===== src/rtl/scr_ndim_core.sv =====
// scr_ndim_core: parallel LFSR scrambler/descrambler, additive or multiplicative, DATA_WIDTH bits per beat.
// Optional per-frame LFSR reload and frame_start output enabled by defining SCR_FRAME_RESYNC_EN.
module scr_ndim_core #(
  parameter int                   DATA_WIDTH   = 8,
  parameter int                   SCR_WIDTH    = 7,
  parameter logic [SCR_WIDTH-1:0] POLY         = 7'h60,
  parameter logic [SCR_WIDTH-1:0] INIT_DEFAULT = 7'h7F,
  parameter int                   FRAME_LEN    = 1024
) (
  input  logic                  clk,
  input  logic                  kill_n,
  input  logic                  scr_en,
  input  logic                  mode,
  input  logic                  descr,
  input  logic [SCR_WIDTH-1:0]  init_val,
  input  logic                  init_val_en,
  input  logic [DATA_WIDTH-1:0] data_in,
  input  logic                  data_in_en,
  output logic                  data_in_rdy,
  output logic [DATA_WIDTH-1:0] data_out,
  output logic                  data_out_en,
  input  logic                  data_out_rdy
`ifdef SCR_FRAME_RESYNC_EN
  ,
  output logic                  frame_start
`endif
);
  logic [SCR_WIDTH-1:0]  s, s_start, s_step;
  logic [DATA_WIDTH-1:0] o;
  logic                  acc;

  assign data_in_rdy = !data_out_en || data_out_rdy;
  assign acc         = data_in_en && data_in_rdy;

`ifdef SCR_FRAME_RESYNC_EN
  localparam int CW = $clog2(FRAME_LEN + 1);
  logic [CW-1:0] cnt, cnt_base;
  logic          first;

  // A same-cycle load restarts the frame, so the loaded value wins over INIT_DEFAULT
  assign cnt_base = init_val_en ? '0 : cnt;
  assign first    = cnt_base == '0;
  assign s_start  = init_val_en ? init_val : first ? INIT_DEFAULT : s;

  always_ff @(posedge clk or negedge kill_n) begin
    if (!kill_n) begin
      cnt         <= '0;
      frame_start <= 1'b0;
    end else begin
      if (acc && scr_en) cnt <= (cnt_base == CW'(FRAME_LEN - 1)) ? '0 : cnt_base + 1'b1;
      else cnt <= cnt_base;
      if (acc) frame_start <= scr_en && first;
    end
  end
`else
  assign s_start = init_val_en ? init_val : s;
`endif

  always_comb begin
    logic [SCR_WIDTH-1:0] st;
    logic                 f;
    st = s_start;
    o  = '0;
    for (int i = 0; i < DATA_WIDTH; i++) begin
      f    = ^(st & POLY);
      o[i] = data_in[i] ^ f;
      st   = {st[SCR_WIDTH-2:0], mode ? (descr ? data_in[i] : o[i]) : f};
    end
    s_step = st;
  end

  always_ff @(posedge clk or negedge kill_n) begin
    if (!kill_n) s <= INIT_DEFAULT;
    else if (acc && scr_en) s <= s_step;
    else if (init_val_en) s <= init_val;
  end

  always_ff @(posedge clk or negedge kill_n) begin
    if (!kill_n) begin
      data_out    <= '0;
      data_out_en <= 1'b0;
    end else if (acc) begin
      data_out    <= scr_en ? o : data_in;
      data_out_en <= 1'b1;
    end else if (data_out_rdy) begin
      data_out_en <= 1'b0;
    end
  end
endmodule


===== config.mk =====
export PLATFORM = sky130hd
export DESIGN_NAME = scr_ndim_core
export DESIGN_NICKNAME = d
export VERILOG_FILES = /design/src/rtl/scr_ndim_core.sv
export SDC_FILE = /design/constraint.sdc
export NUM_CORES = 1
export LEC_CHECK = 0
export ABC_AREA = 1
export CAP_MARGIN = 5
export CORE_ASPECT_RATIO = 1.25
export CORE_UTILIZATION = 35
export DETAILED_ROUTE_END_ITERATION = 12
export HOLD_SLACK_MARGIN = 0.03
export MAX_ROUTING_LAYER = met4
export PLACE_DENSITY = 0.65
export SETUP_SLACK_MARGIN = 0.5
export SLEW_MARGIN = 20
export SYNTH_ARGS = -nofsm -noshare
export SYNTH_HDL_FRONTEND = slang
export SYNTH_SLANG_ARGS = --single-unit

===== constraint.sdc =====
create_clock -name clk -period 4.1 [get_ports clk]
set_input_delay 0.41 -clock clk [delete_from_list [all_inputs] [get_ports clk]]
set_output_delay 0.41 -clock clk [all_outputs]
set_load 0.05 [all_outputs]

M1 wires:
Supply wires on this layer in grey.
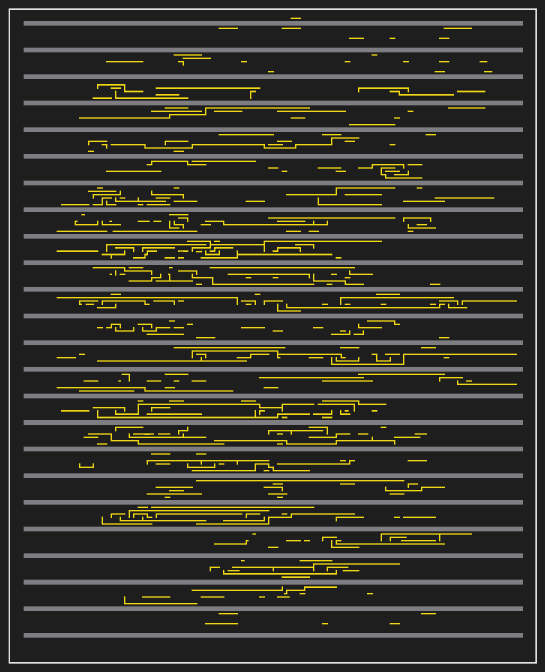
- share of all routed wire: 46%
- main direction: horizontal
- wire length on this layer: 1220 um
met1 Use GR: 0.2154
drt total wl: 2.657 mm

Signal metal coverage by tile:
11 x 13 tiles, from black (low) to pale yellow (high), scaled to the fullest tile. Values are wire area over tile area, all layers added.
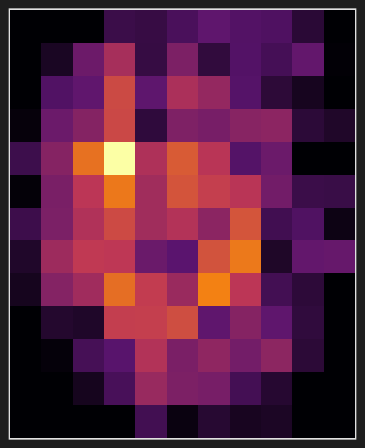
- fullest tile: 0.46
- densest ninth of the die: centre
- emptiest ninth of the die: lower left
- mean over tiles: 0.12
- nearly empty tiles: 20%
- tiles over half the peak: 14%
GRT Util Overall: 0.1848
Via Count: 1141
DR WL/cell: 10.89 um

Placed standard cells:
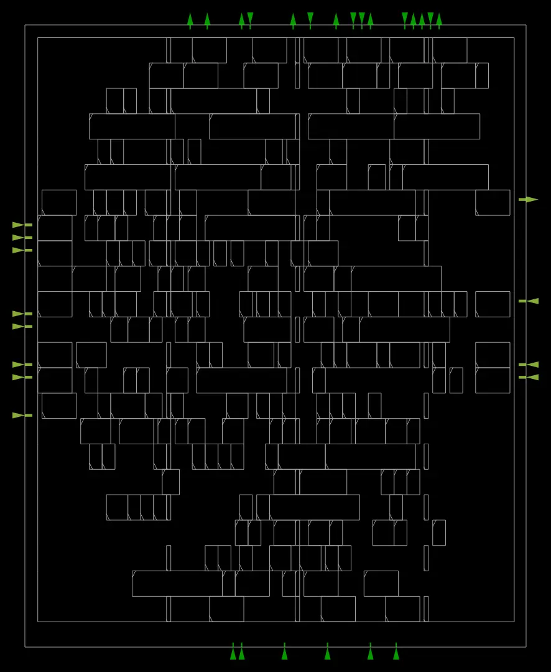
fin util: 0.4881
core area: 3194 sq um

Routed metal, one colour a layer:
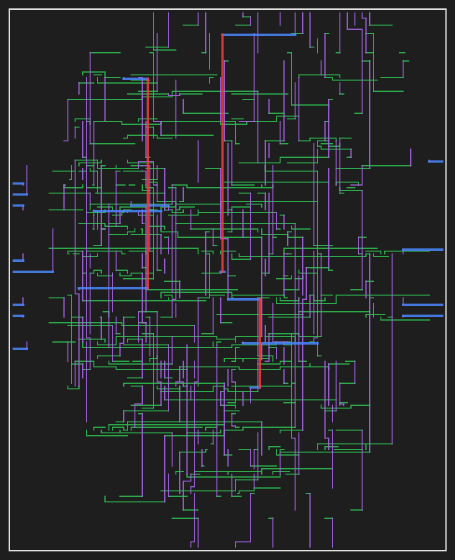
- green: M1 (wire length 1220 um)
- blue: M3 (wire length 77.5 um)
- purple: M2 (wire length 1290 um)
- red: M4 (wire length 66.0 um)

Cells coloured by class:
The bar under the picture is 20 um long. Fill, decap, tap and diode cells in grey.
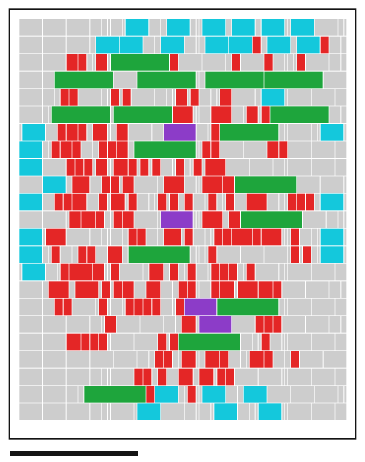
- purple: clock drivers and dummy loads (cells 4)
- cyan: remaining buffers and delay cells (cells 32)
- red: remaining logic cells (cells 155)
- green: registers (cells 16)
sequential cell area share: 0.2624
Cell Rows: 23
design area: 1559 sq um

==> results.ini <==
[min_path]
hp-class=register to register
hold_end=data_out[1]
hold_path_depth=2
hold_start=data_out[1]

[synth]
synth_seq_share=0.3497
ys_sh_aoi=0.05561
avgSynthCellArea_sq_um=6.647
ys_warn_count=0
ff_type=dfrtp_1
top_area_frac=0.2663
ys_cells=176
ys_sh_adder=0
yosysTopAreaCell=nand2_1
xor_area_frac=0.08984
edf_count=0
synthMuxAreaShare=0
ys_sh_simple=0.4193
ys.flops=16
topCellsByArea=nand2_1 27%, dfrtp_1 19%, dfstp_2 16%
synth_top_cell_by_count=nand2_1
syn-cell-area_sq_um=1170
yosys_area_sq_um=1170
logic_family=simple AND/OR/NAND/NOR gates
synth.distinct_cells=22
syn_inst=176

[critical_path]
worstReg2RegStart=data_out_en
reg2reg_to=s[5]
path_buffers=3
max_stage_delay_ns=0.80
crit_type=primary input to output port
cp_slowest_cell=clkdlybuf4s50_1
crit_start=data_out_rdy
path_common_cell=clkdlybuf4s50_1
r2r.worst_path.cells=7
crit_arrival_ns=1.78
cp.required_ns=3.69
setup.worst_path.start_class=primary input
cp_cell_sequence=clkdlybuf4s50_1 -> inv_1 -> nand2_1 -> clkdlybuf4s50_1
r2r_setup_slack_ns=2.42
cp_top_family=buffers and inverters
critPathMaxFanout=3
critPathCaptureType=output port

[drt]
viasPerCell=4.676
drc=0
dr.pass1.iters=4
ant_nets=0
drtIter0Drc=14

[sta]
slew_violations=0
fmax_mhz=456.8
final.setup.tns_ns=0
slew_headroom=0.5132
hold_viol=0
layout_setup_ws_ns=1.911
rsz0062_at_grt=no
period_used_share=0.5339
worstMarginPinSlew_ns=0.7279
period_minus_slack_ns=2.189

[global_route]
first_global_vias=1049
grt_first_pass_wirelength_mm=4.609
overflow=0
antenna_found_initial=0

[final_layout]
logic_area_sq_um=660.6
fin_nets=231
final_cells=244
fill_cells=331
diodes=0
drive_above_1_share=0.1304

[clocking]
ctsResizeCount=0
hold_buffers=0
cts_made_buffers=3
clock_path_buffers=2
cts.sinks=16
postCtsSetupRepairBufs=0
htree_levels=1

[power_and_ir_drop]
finalPower_mw=0.6048
share_comb_of_total_power=0.423
irDropWorstVdd_v=0.0002194
power.switching_mw=0.2328
p_per_area_nw_per_um2=387.9
p_seq_frac=0.339

[floorplanning]
fp_util=0.3662
fp.dieW_um=53.71
io_pins=33

[run_status]
outcome=finished clean

[placed_design]
routabilityCongestion=0.8200
dpl_cell_area_sq_um=1504
placed_cells=240
place_hpwl_mm=2.039

[flow_run]
maxCapViolCount=0
tool_warnings=26

[cell usage in the layout (no fill, tap or decap), drive strengths merged, types with 2 or more instances in the layout]
cell / count
xor2: 9
nand3: 12
dfstp: 7
o22ai: 2
xnor2: 3
nand4: 2
dfrtp: 9
o21ai: 9
nor2: 2
clkdlybuf4s50: 32
clkbuf: 4
nand2: 95
inv: 18
[routing by layer]
metal / global-route usage / share of wire / vias to the layer above
met5: - / 0 / -
met1: 0.2154 / 0.46 / 511
met4: 0.09868 / 0.024 / 0
met3: 0.02968 / 0.029 / 6
met2: 0.2963 / 0.49 / 25
li1: - / - / 599
[worst max-delay path by stage]
stage                              to  slack, ns  cells past startpoint
after floorplan                  s[4]       2.19                      6
after global placement    data_out[5]       1.66                      8
after detailed placement  data_out[5]       1.65                      8
after CTS                 data_in_rdy       1.90                      4
after global routing      data_out[5]       1.75                      8
final                     data_in_rdy       1.91                      4
[registers in the layout, indices dropped and copies added (netlist names)]
signal / cells
data_out: 8
s: 7
data_out_en: 1
[cell type report]
type | instances | area share
tap | 37 | 0.02969
timing repair buffer | 32 | 0.2055
sequential | 16 | 0.2624
clock buffer | 4 | 0.03531
inverter | 18 | 0.04334
multi-input combinational | 137 | 0.4238
[power groups by stage]
stage / clock network (mW) / registers [mW] / logic [mW]
6_report: 0.144 / 0.205 / 0.256
4_1_cts: 0.147 / 0.205 / 0.258
3_3_place_gp: 0 / 0.207 / 0.257
2_1_floorplan: 0 / 0.267 / 0.115
5_1_grt: 0.156 / 0.208 / 0.283
3_5_place_dp: 0 / 0.207 / 0.257
[kinds of logic after synthesis]
family          after synthesis
flops                        16
buf+inv                      23
xor+xnor                     12
simple gates                113
compound gates               12
